Sequential cells coloured by netlist name:
Scale: 4 px per um. Other sequential cells in the stronger grey, the rest of the logic in the fainter grey.
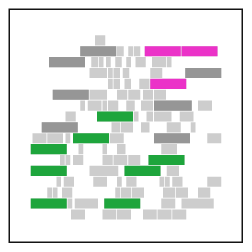
Placed cells, one colour a class:
Scale: 4 px per um.
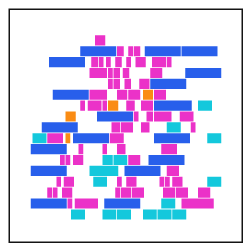
## config.mk

```make
export PLATFORM = sky130hd
export DESIGN_NAME = uart_tx_drain_flat
export DESIGN_NICKNAME = d
export VERILOG_FILES = /design/src/rtl/uart_tx_drain_pkg.sv /design/src/rtl/uart_tx_drain_if.sv /design/src/rtl/uart_tx_drain_parity.sv /design/src/rtl/uart_tx_drain.sv /design/src/flat_wrapper.sv
export SDC_FILE = /design/constraint.sdc
export NUM_CORES = 1
export LEC_CHECK = 0
export CAP_MARGIN = 5
export CORE_MARGIN = 5
export CORE_UTILIZATION = 41
export CTS_CLUSTER_DIAMETER = 100
export CTS_CLUSTER_SIZE = 30
export DETAILED_ROUTE_END_ITERATION = 8
export SYNTH_ARGS = -nofsm -noshare
export SYNTH_HDL_FRONTEND = slang
export SYNTH_HIERARCHICAL = 1
export SYNTH_SLANG_ARGS = --single-unit
```

## constraint.sdc

```tcl
create_clock -name clk -period 3.1 [get_ports clk]
set_input_delay 0.93 -clock clk [delete_from_list [all_inputs] [get_ports clk]]
set_output_delay 0.93 -clock clk [all_outputs]
set_load 0.05 [all_outputs]
```

## src/rtl/uart_tx_drain_pkg.sv

```systemverilog
// uart_tx_drain_pkg: state encoding and parity-type constants shared by the UART drain block
package uart_tx_drain_pkg;
    typedef enum logic [2:0] {
        IDLE   = 3'd0,
        START  = 3'd1,
        DATA   = 3'd2,
        PARITY = 3'd3,
        STOP   = 3'd4
    } state_t;
    localparam logic PAR_EVEN = 1'b0;
    localparam logic PAR_ODD  = 1'b1;
endpackage

```

## src/rtl/uart_tx_drain_if.sv

```systemverilog
// uart_tx_drain_if: FIFO read-port bundle (empty flag, head word, pop strobe)
//   master: drain side, consumes empty/data, drives fifo_rd_inc
//   slave : FIFO side, drives empty/data, consumes fifo_rd_inc
interface uart_tx_drain_if #(parameter int DATA_WIDTH = 8);
    logic                  fifo_empty;
    logic [DATA_WIDTH-1:0] fifo_rd_data;
    logic                  fifo_rd_inc;
    modport master (input fifo_empty, fifo_rd_data, output fifo_rd_inc);
    modport slave  (output fifo_empty, fifo_rd_data, input fifo_rd_inc);
endinterface

```

## src/rtl/uart_tx_drain_parity.sv

```systemverilog
// uart_tx_parity: combinational parity bit generator
//   data    : word to protect
//   par_typ : PAR_EVEN / PAR_ODD
//   par_bit : parity bit to place on the line
module uart_tx_parity import uart_tx_drain_pkg::*; #(
    parameter int DATA_WIDTH = 8
) (
    input  logic [DATA_WIDTH-1:0] data,
    input  logic                  par_typ,
    output logic                  par_bit
);
    assign par_bit = (^data) ^ (par_typ == PAR_ODD);
endmodule

```

## src/rtl/uart_tx_drain.sv

```systemverilog
// uart_tx_drain: pops the async FIFO read side and serializes each word as a UART frame
//   clk, rst_n      : bit clock (FIFO read clock), async active-low reset
//   fifo            : FIFO read port (empty, head word, pop strobe)
//   par_en, par_typ : parity enable / type, latched per frame at the pop
//   tx_out, busy    : registered serial line (idles high) and frame-in-progress flag
module uart_tx_drain import uart_tx_drain_pkg::*; #(
    parameter int DATA_WIDTH = 8,
    parameter int CNT_WIDTH  = 3
) (
    input  logic              clk,
    input  logic              rst_n,
    uart_tx_drain_if.master   fifo,
    input  logic              par_en,
    input  logic              par_typ,
    output logic              tx_out,
    output logic              busy
);
    state_t                state, state_nxt;
    logic [CNT_WIDTH-1:0]  cnt, cnt_nxt;
    logic [DATA_WIDTH-1:0] shift, shift_nxt;
    logic                  par_en_q, par_bit_q, par_bit, pop, tx_nxt;

    assign pop = (state == IDLE || state == STOP) && !fifo.fifo_empty;
    assign fifo.fifo_rd_inc = pop;

    uart_tx_parity #(.DATA_WIDTH(DATA_WIDTH)) u_par (
        .data    (fifo.fifo_rd_data),
        .par_typ (par_typ),
        .par_bit (par_bit)
    );

    always_comb begin
        state_nxt = state;
        cnt_nxt   = cnt;
        shift_nxt = shift;
        case (state)
            IDLE, STOP: begin
                state_nxt = pop ? START : IDLE;
                shift_nxt = pop ? fifo.fifo_rd_data : shift;
            end
            START: begin
                state_nxt = DATA;
                cnt_nxt   = '0;
            end
            DATA: begin
                shift_nxt = shift >> 1;
                state_nxt = (cnt == CNT_WIDTH'(DATA_WIDTH - 1)) ? (par_en_q ? PARITY : STOP) : DATA;
                cnt_nxt   = (cnt == CNT_WIDTH'(DATA_WIDTH - 1)) ? cnt : cnt + 1'b1;
            end
            PARITY:  state_nxt = STOP;
            default: state_nxt = IDLE;
        endcase
        // line value is registered, so derive it from the state and shift contents about to be entered
        tx_nxt = (state_nxt == START)  ? 1'b0 :
                 (state_nxt == DATA)   ? shift_nxt[0] :
                 (state_nxt == PARITY) ? par_bit_q : 1'b1;
    end

    always_ff @(posedge clk or negedge rst_n) begin
        if (!rst_n) begin
            state     <= IDLE;
            cnt       <= '0;
            shift     <= '0;
            par_en_q  <= 1'b0;
            par_bit_q <= 1'b0;
            tx_out    <= 1'b1;
            busy      <= 1'b0;
        end else begin
            state  <= state_nxt;
            cnt    <= cnt_nxt;
            shift  <= shift_nxt;
            tx_out <= tx_nxt;
            busy   <= state_nxt != IDLE;
            if (pop) begin
                par_en_q  <= par_en;
                par_bit_q <= par_bit;
            end
        end
    end
endmodule
```

## src/flat_wrapper.sv

```systemverilog
// flat-port wrapper written by rule: the top's interface ports become plain ports
module uart_tx_drain_flat import uart_tx_drain_pkg::*;
#(
    parameter int DATA_WIDTH = 8,
    parameter int CNT_WIDTH  = 3
)
  (clk, rst_n, par_en, par_typ, tx_out, busy, fifo_fifo_empty, fifo_fifo_rd_data, fifo_fifo_rd_inc);
  uart_tx_drain_if #(.DATA_WIDTH(DATA_WIDTH)) fifo_i ();
  input  logic clk;
  input  logic rst_n;
  input  logic par_en;
  input  logic par_typ;
  output logic tx_out;
  output logic busy;
  input wire logic [$bits(fifo_i.fifo_empty)-1:0] fifo_fifo_empty;
  input wire logic [$bits(fifo_i.fifo_rd_data)-1:0] fifo_fifo_rd_data;
  output wire logic [$bits(fifo_i.fifo_rd_inc)-1:0] fifo_fifo_rd_inc;
  assign fifo_i.fifo_empty = fifo_fifo_empty;
  assign fifo_i.fifo_rd_data = fifo_fifo_rd_data;
  assign fifo_fifo_rd_inc = fifo_i.fifo_rd_inc;
  uart_tx_drain #(.DATA_WIDTH(DATA_WIDTH), .CNT_WIDTH(CNT_WIDTH)) u_core (.clk(clk), .rst_n(rst_n), .fifo(fifo_i), .par_en(par_en), .par_typ(par_typ), .tx_out(tx_out), .busy(busy));
endmodule
```

==> changes_impl.md <==
### Changed

* Outcome: finished, final reports clean
* Syn avg cell area at 10.6 um2
* Sequential Power Share at 0.425
* WS Path Type: in2out
* Comb pwr at 0.459 mW
* Setup Buffers After CTS at 0
* Yosys simple share at 0.184
* CP cell instances: clkdlybuf4s50_1, nor3_2, buf_12
* DP HPWL at roughly 1400 um
* Die ar. at 0.00335 mm2
* Min cycle time layout at 2.77 ns
* Final ANT Viol Nets at 0
* Biggest consumer: combinational logic
* Number of logged tool warnings at 26
* Top Layer Used: met4
* Mapped Area at 941 um2
* Most numerous logic cell after layout: dfrtp_1
* YS chip area at roughly 940 um2
* Die Y at 57.9 um
* Layer with the highest usage: met1
* R2R Setup Slk at roughly 1.3 ns
* Family with the most delay on the worst path: buffers and inverters
* Yosys reg bits at 18
* Clock power share at 0.116
* Total CTS buffers at 3
* # port buffers at 15
* Combinational share of cell area at 0.394
* Power Density at 873 mW/mm2
* CTS max path bufs at 2
* Mapped Nets at roughly 100
* Worst Path Buf+Inv at 2
* Worst slew pin tran at 0.828 ns
* Non-clk bufs at 16
* MUX share of area at 0.0452
* Hold buffer count at CTS at 0
* Final-layout non-clock buffer area share at 0.146
* Dpl cell area at ~0.0011 mm2
* Number of global-route vias before repair at 676
* Met1 Track Usage GR at 0.186
* Critical Path AT at 1.84 ns
* Number of fill cells at 211
* Final Max Tran Viols at 0
* Min-delay src: u_core/shift[1]
* Clock transition at path regs at around 0.1 ns
* Fin crit share at 0.894
* Registers at 18
* Largest net degree at the start of global routing at 19
* DR WL/cell at about 14 um
* Final wirelength at 1860 um
* Worst setup slack after layout at roughly 0.33 ns
* DR WL met2 at 862 um
* Hold depth at 2
* Metal-1 WL at approximately 900 um
* Multi-In Gates at 64
* Vias per cell at just over 5
* Vias at between 600 and 700
* Critical Path End: fifo_fifo_rd_inc
* RSZ-0062 raised after global routing: false
* Initial antenna violation count at 0
* Worst-path maximum fanout at 4
* # nets final at around 120
* Start point of the critical path: fifo_fifo_empty
* Worst reg-to-reg path cell count at 4
* Critical path's slowest cell: clkdlybuf4s50_1
* Leading cell kind: sequential cells
* Int Pwr at slightly above 0.6 mW
* Gp weighted congestion at 0.774
* # setup viols final at 0
* Layout area overhead at 21.9%
* Drt pass-1 iters at 4
* Hold WC Path Type: reg2reg
* Tot Pwr at around 1.0 mW
* Worst path max stage delay at 0.48 ns
* Worst skew pair latency at about 0.28 ns
* Clock Sinks at 18
* Chip Width at 57.9 um
* PostCTS Resize Cnt at 0
* Clock Skew at 0.00414 ns
* Fmax achieved at 0.361 GHz
* Register share after synthesis at 0.480
* Switching pwr at 0.396 mW
* P_leak at 0.516 nW
* Post-placement cell count at roughly 130
* Nonclk inv count at 4
* Fp util at 0.425
* Max_slew headroom at 0.446
* Switching Share at 0.395
* Global-route met3 utilization at 0.0334
* Post-synth top flop: dfrtp_1
* Metal3 WL at 66 um
* Max rail drop VDD at 0.367 mV
* YS warnings at 6
* Post-Layout Cell Count at between 100 and 150
## Picture notes: 'sequential cells coloured by netlist name'
| colour | signal | sequential cells |
|---|---|---|
| green | `u_core/shift` | 8 |
| magenta | `u_core/state` | 3 |
not coloured: 7
sequential fraction of total cell area: 0.394
seq pwr: 0.426 mW

## Picture notes: 'placed cells, one colour a class'
| colour | class | cells | share of their area |
|---|---|---|---|
| cyan | remaining buffers and delay cells | 16 | 15% |
| blue | sequential cells | 18 | 41% |
| orange | clock drivers and dummy loads | 4 | 2.4% |
| magenta | combinational and other logic | 68 | 42% |
Site Rows: 17
Core Area: 0.00221 mm2
final instance area: 0.00115 mm2

[sequential cells by signal, summed over array words and instances (netlist names)]
register,count
u_core/par_en_q,1
u_core/tx_out,1
u_core/busy,1
u_core/par_bit_q,1
u_core/cnt,3
u_core/state,3
u_core/shift,8
[Yosys cell counts (2+ instances only)]
| master | instances | area, um2 |
|---|---|---|
| o21ai_0 | 4 | 20.0 |
| nor2_1 | 3 | 11.3 |
| nor3_1 | 2 | 10.0 |
| buf_4 | 2 | 15.0 |
| dfrtp_1 | 17 | 425 |
| mux2i_1 | 2 | 20.0 |
| a22oi_1 | 7 | 52.6 |
| nand2_1 | 16 | 60.1 |
| ha_1 | 2 | 25.0 |
| xnor2_1 | 4 | 35.0 |
| mux2_2 | 2 | 22.5 |
| inv_1 | 4 | 15.0 |
| a21oi_1 | 3 | 15.0 |
Power is estimated from default activity; no workload was simulated.
